<file path="src/rtl/ad9910_pkg.sv">
// ----------------------------------------------------------------------------
// ad9910_pkg
// Shared definitions for the AD9910 pulse timebase and the width2pulse window
// comparators it feeds.
//   state_e        : timebase FSM state encoding (IDLE / ARMED / RUN)
//   DEF_WIDTH      : default counter / comparator data width
//   DEF_REP_WIDTH  : default repetition count / index width
// ----------------------------------------------------------------------------
package ad9910_pkg;

    typedef enum logic [1:0] {
        ST_IDLE  = 2'd0,
        ST_ARMED = 2'd1,
        ST_RUN   = 2'd2
    } state_e;

    localparam int DEF_WIDTH     = 16;
    localparam int DEF_REP_WIDTH = 8;

endpackage

</file>
<file path="src/rtl/trig_edge_detect.sv">
// ----------------------------------------------------------------------------
// trig_edge_detect
// Registers a trigger already synchronous to clk_i and flags its rising edge.
//   clk_i   in   clock
//   rst_ni  in   synchronous active-low reset (clears the history register)
//   sig_i   in   trigger level
//   rise_o  out  high for the cycle sig_i is 1 and was 0 on the previous edge
// ----------------------------------------------------------------------------
module trig_edge_detect (
    input  logic clk_i,
    input  logic rst_ni,
    input  logic sig_i,
    output logic rise_o
);

    logic sig_d_q;

    always_ff @(posedge clk_i) begin
        if (!rst_ni) begin
            sig_d_q <= 1'b0;
        end else begin
            sig_d_q <= sig_i;
        end
    end

    assign rise_o = sig_i & ~sig_d_q;

endmodule

</file>
<file path="src/rtl/pulse_timebase_counter.sv">
// ----------------------------------------------------------------------------
// pulse_timebase_counter
// Trigger-started ramp generator that feeds width2pulse data_in. Each ramp
// counts 1..period; cnt_out rests at 0 whenever no ramp is running.
//   sys_clk      in   system clock
//   sys_rst      in   synchronous active-low reset
//   arm_en       in   level, accept triggers while high
//   trig_in      in   trigger, rising edge starts a sequence
//   abort        in   forces IDLE, outranks everything but reset
//   period       in   ramp length, latched at trigger
//   repeat_num   in   ramp count (0 = continuous), latched at trigger
//   cnt_out      out  ramp value
//   cnt_valid    out  high while a ramp runs
//   busy         out  high in RUN
//   rep_idx      out  0-based index of the current ramp
//   period_done  out  pulse on the cycle cnt_out == period
//   seq_done     out  pulse with the final period_done
// ----------------------------------------------------------------------------
module pulse_timebase_counter
    import ad9910_pkg::*;
#(
    parameter int WIDTH     = DEF_WIDTH,
    parameter int REP_WIDTH = DEF_REP_WIDTH
) (
    input  logic                 sys_clk,
    input  logic                 sys_rst,
    input  logic                 arm_en,
    input  logic                 trig_in,
    input  logic                 abort,
    input  logic [WIDTH-1:0]     period,
    input  logic [REP_WIDTH-1:0] repeat_num,
    output logic [WIDTH-1:0]     cnt_out,
    output logic                 cnt_valid,
    output logic                 busy,
    output logic [REP_WIDTH-1:0] rep_idx,
    output logic                 period_done,
    output logic                 seq_done
);

    // True when ramp number idx is the last one of a finite sequence of rep.
    // Evaluated one bit wider so rep = 2^REP_WIDTH-1 does not wrap.
    function automatic logic last_ramp(input logic [REP_WIDTH-1:0] rep,
                                       input logic [REP_WIDTH-1:0] idx);
        return (rep != '0) &&
               (({1'b0, idx} + (REP_WIDTH+1)'(1)) >= {1'b0, rep});
    endfunction

    logic trig_rise;

    trig_edge_detect u_trig_edge (
        .clk_i  (sys_clk),
        .rst_ni (sys_rst),
        .sig_i  (trig_in),
        .rise_o (trig_rise)
    );

    state_e               state_q, state_d;
    logic [WIDTH-1:0]     cnt_q, cnt_d;
    logic [WIDTH-1:0]     per_q, per_d;
    logic [REP_WIDTH-1:0] rep_q, rep_d;
    logic [REP_WIDTH-1:0] idx_q, idx_d;
    logic                 pd_q, pd_d;
    logic                 sd_q, sd_d;
    logic                 busy_q, busy_d;

    // period_done/seq_done are registered, so they are predicted from the
    // next count value rather than decoded from the current one.
    always_comb begin
        state_d = state_q;
        cnt_d   = cnt_q;
        per_d   = per_q;
        rep_d   = rep_q;
        idx_d   = idx_q;
        pd_d    = 1'b0;
        sd_d    = 1'b0;
        if (abort) begin
            state_d = ST_IDLE;
            cnt_d   = '0;
            idx_d   = '0;
        end else begin
            unique case (state_q)
                ST_IDLE: begin
                    if (arm_en) state_d = ST_ARMED;
                end
                ST_ARMED: begin
                    if (!arm_en) begin
                        state_d = ST_IDLE;
                    end else if (trig_rise && (period != '0)) begin
                        state_d = ST_RUN;
                        per_d   = period;
                        rep_d   = repeat_num;
                        cnt_d   = WIDTH'(1);
                        idx_d   = '0;
                        pd_d    = (period == WIDTH'(1));
                        sd_d    = pd_d && last_ramp(repeat_num, '0);
                    end
                end
                ST_RUN: begin
                    if (cnt_q < per_q) begin
                        cnt_d = cnt_q + WIDTH'(1);
                        pd_d  = (cnt_d == per_q);
                        sd_d  = pd_d && last_ramp(rep_q, idx_q);
                    end else if (!last_ramp(rep_q, idx_q)) begin
                        // Restart without a gap; idx wraps in continuous mode.
                        cnt_d = WIDTH'(1);
                        idx_d = idx_q + REP_WIDTH'(1);
                        pd_d  = (per_q == WIDTH'(1));
                        sd_d  = pd_d && last_ramp(rep_q, idx_d);
                    end else begin
                        cnt_d   = '0;
                        idx_d   = '0;
                        state_d = arm_en ? ST_ARMED : ST_IDLE;
                    end
                end
                default: begin
                    state_d = ST_IDLE;
                    cnt_d   = '0;
                    idx_d   = '0;
                end
            endcase
        end
        busy_d = (state_d == ST_RUN);
    end

    always_ff @(posedge sys_clk) begin
        if (!sys_rst) begin
            state_q <= ST_IDLE;
            cnt_q   <= '0;
            per_q   <= '0;
            rep_q   <= '0;
            idx_q   <= '0;
            pd_q    <= 1'b0;
            sd_q    <= 1'b0;
            busy_q  <= 1'b0;
        end else begin
            state_q <= state_d;
            cnt_q   <= cnt_d;
            per_q   <= per_d;
            rep_q   <= rep_d;
            idx_q   <= idx_d;
            pd_q    <= pd_d;
            sd_q    <= sd_d;
            busy_q  <= busy_d;
        end
    end

    assign cnt_out     = cnt_q;
    assign rep_idx     = idx_q;
    assign busy        = busy_q;
    assign cnt_valid   = busy_q;
    assign period_done = pd_q;
    assign seq_done    = sd_q;

endmodule

</file>
<file path="config.mk">
export PLATFORM = sky130hd
export DESIGN_NAME = pulse_timebase_counter
export DESIGN_NICKNAME = d
export VERILOG_FILES = /design/src/rtl/ad9910_pkg.sv /design/src/rtl/trig_edge_detect.sv /design/src/rtl/pulse_timebase_counter.sv
export SDC_FILE = /design/constraint.sdc
export NUM_CORES = 1
export LEC_CHECK = 0
export ABC_AREA = 1
export CAP_MARGIN = 10
export CORE_MARGIN = 2
export CORE_UTILIZATION = 40
export DETAILED_ROUTE_END_ITERATION = 7
export SYNTH_ARGS = -nofsm -noshare
export SYNTH_HDL_FRONTEND = slang
export SYNTH_HIERARCHICAL = 1
export SYNTH_SLANG_ARGS = --single-unit
</file>
<file path="constraint.sdc">
create_clock -name sys_clk -period 4.1 [get_ports sys_clk]
set_input_delay 0.41 -clock sys_clk [delete_from_list [all_inputs] [get_ports sys_clk]]
set_output_delay 0.41 -clock sys_clk [all_outputs]
set_load 0.02 [all_outputs]
</file>
Cell classes on the final placement:
Drawn at 4 px/µm. Fill, decap, tap and diode cells in gray.
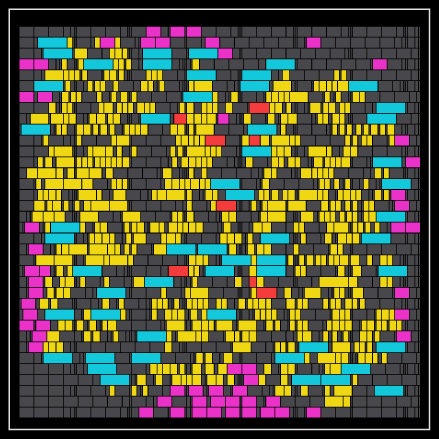
| color | class | cells | share of their area |
|---|---|---|---|
| yellow | remaining logic cells | 573 | 63% |
| red | clock drivers and dummy loads | 8 | 1.9% |
| cyan | registers | 54 | 23% |
| magenta | remaining buffers and delay cells | 58 | 12% |
Layout Cell Area excl Fill: 0.00483 mm²
row cnt: 36

Met2 routing:
Drawn at 4 px/µm. Cells faint in the background.
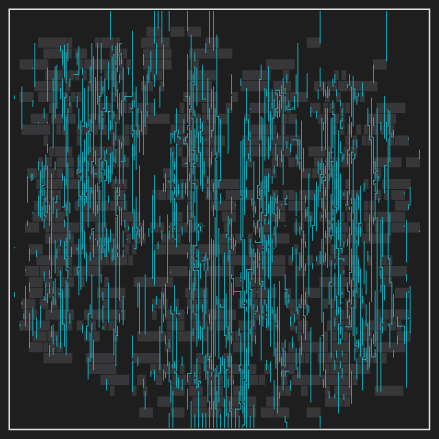
main direction: vertical
longest straight run: 43.5 µm
wire length on this layer: 5590 µm
share of all routed wire: 50%
routed wire length: 11100 µm
grt met2 use: 38.6%

The clock network:
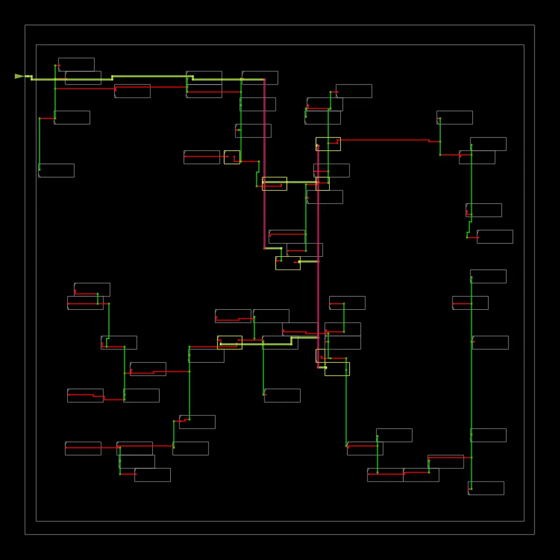
# clk buffers: 5
Clk. pwr: 0.307 mW
cts bufs inserted: 5
CTS sink count: 54

Wires at chosen ports, followed through buffers:
Drawn at 4 px/µm.
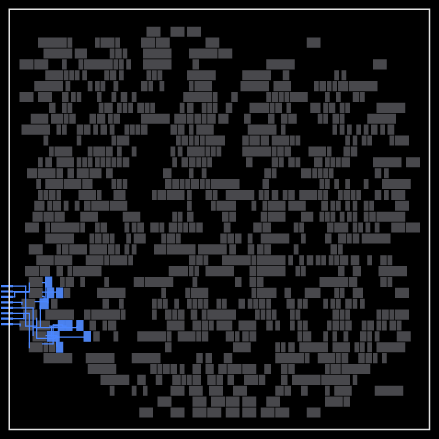
| color | port | direction | end cells | wire |
|---|---|---|---|---|
| blue | `repeat_num` | input | 10 | 136 µm |
# port buffers: 56
I/O pins: 57

Clock distribution:
Drawn at 4 px/µm.
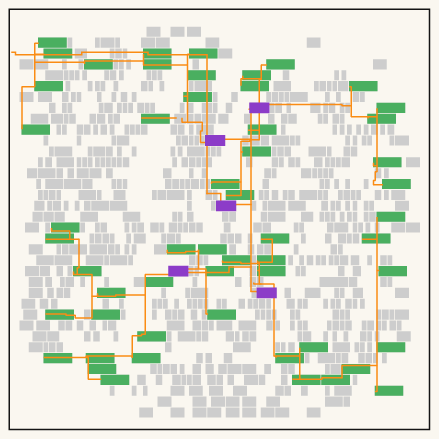
[orange] clock wires | length: 721 µm
[green] flip-flops | count: 54
[purple] clock-net drivers | count: 5
routed clock nets: 6
flops lie: spread over the die
clock power share: 30.9%
Post-Route Skew: 10.3 ps
clk_lat worst skew: 320 ps

==> results.sh <==
# source this file to load flow results
export IMPL_run_status="complete, no violations"
export IMPL_n_tap_cell=133
export IMPL_nMultiInputCombCells=477
export IMPL_cts_path_max_buffers=2
export IMPL_buffers=58
export IMPL_swShare_pct=27.9
export IMPL_area_delta_synth_final_pct=19.0
export IMPL_grt_max_degree=49
export IMPL_core_mm2=0.00982
export IMPL_fin_crit_ps=2850
export IMPL_track_usage_pct=20.7
export IMPL_p_total_mw=0.991
export IMPL_final_nets=760
export IMPL_netlist_instances=640
export IMPL_post_cts_resized=0
export IMPL_antenna_found_initial=0
export IMPL_grt_pass1_vias=4056
export IMPL_maxPowerGroup="registers"
export IMPL_endpoint_kind="flip-flop"
export IMPL_syn_area_mm2=0.00406
export IMPL_openroad_warnings=31
export IMPL_synth_seq_share_pct=26.6
export IMPL_yosysChipArea_mm2=0.00406
export IMPL_regArea_mm2=0.00108
export IMPL_ys_types=33
export IMPL_sh_seq_area_pct=22.4
export IMPL_largest_cell_class="combinational gates"
export IMPL_worst_pin_slew_ps=689
export IMPL_inv_count=96
export IMPL_ant_nets=0
export IMPL_num_vias=4231
export IMPL_m1WireLength_um=4750
export IMPL_syn_avg_cell_area_um2=6.34
export IMPL_ys_sh_xor_pct=1.73
export IMPL_cap_violations=0
export IMPL_die_y_um=105
export IMPL_mostFrequentLayoutCells="161 x nand2_1, 96 x inv_1, 64 x a21oi_1"
export IMPL_p_switching_mw=0.276
export IMPL_setup_violations_final=0
export IMPL_fp_util_pct=41.3
export IMPL_relSlewSlack_pct=53.9
export IMPL_edf_count=0
export IMPL_final_clk_cell_share_pct=1.87
export IMPL_highest_layer="met4"
export IMPL_diodes=0
==> through the flow <==
stage	cells	util (%)	setup slack, ps	area, µm²
5_1_grt	826	49.2	918	4830
2_1_floorplan	640	-	1370	4060
4_1_cts	826	49.2	1240	4830
3_5_place_dp	818	48.3	1240	4740
6_report	826	49.2	1250	4830
3_3_place_gp	818	48.3	1280	4740
==> critical path: stages, from the launching register on <==
cell,delay [ps]
dfxtp_1,440
ha_1,220
xor2_1,360
nand3_1,180
nor2_1,160
nand3_1,110
nor2_1,120
xor2_1,160
ha_1,260
nand2_1,80
nor2_1,50
a221oi_1,260
nand3_1,110
nand4_1,70
nand2_1,50
nand2_1,80
a21oi_2,50
Power figures rest on the tool's default switching activity, not on a simulated workload.
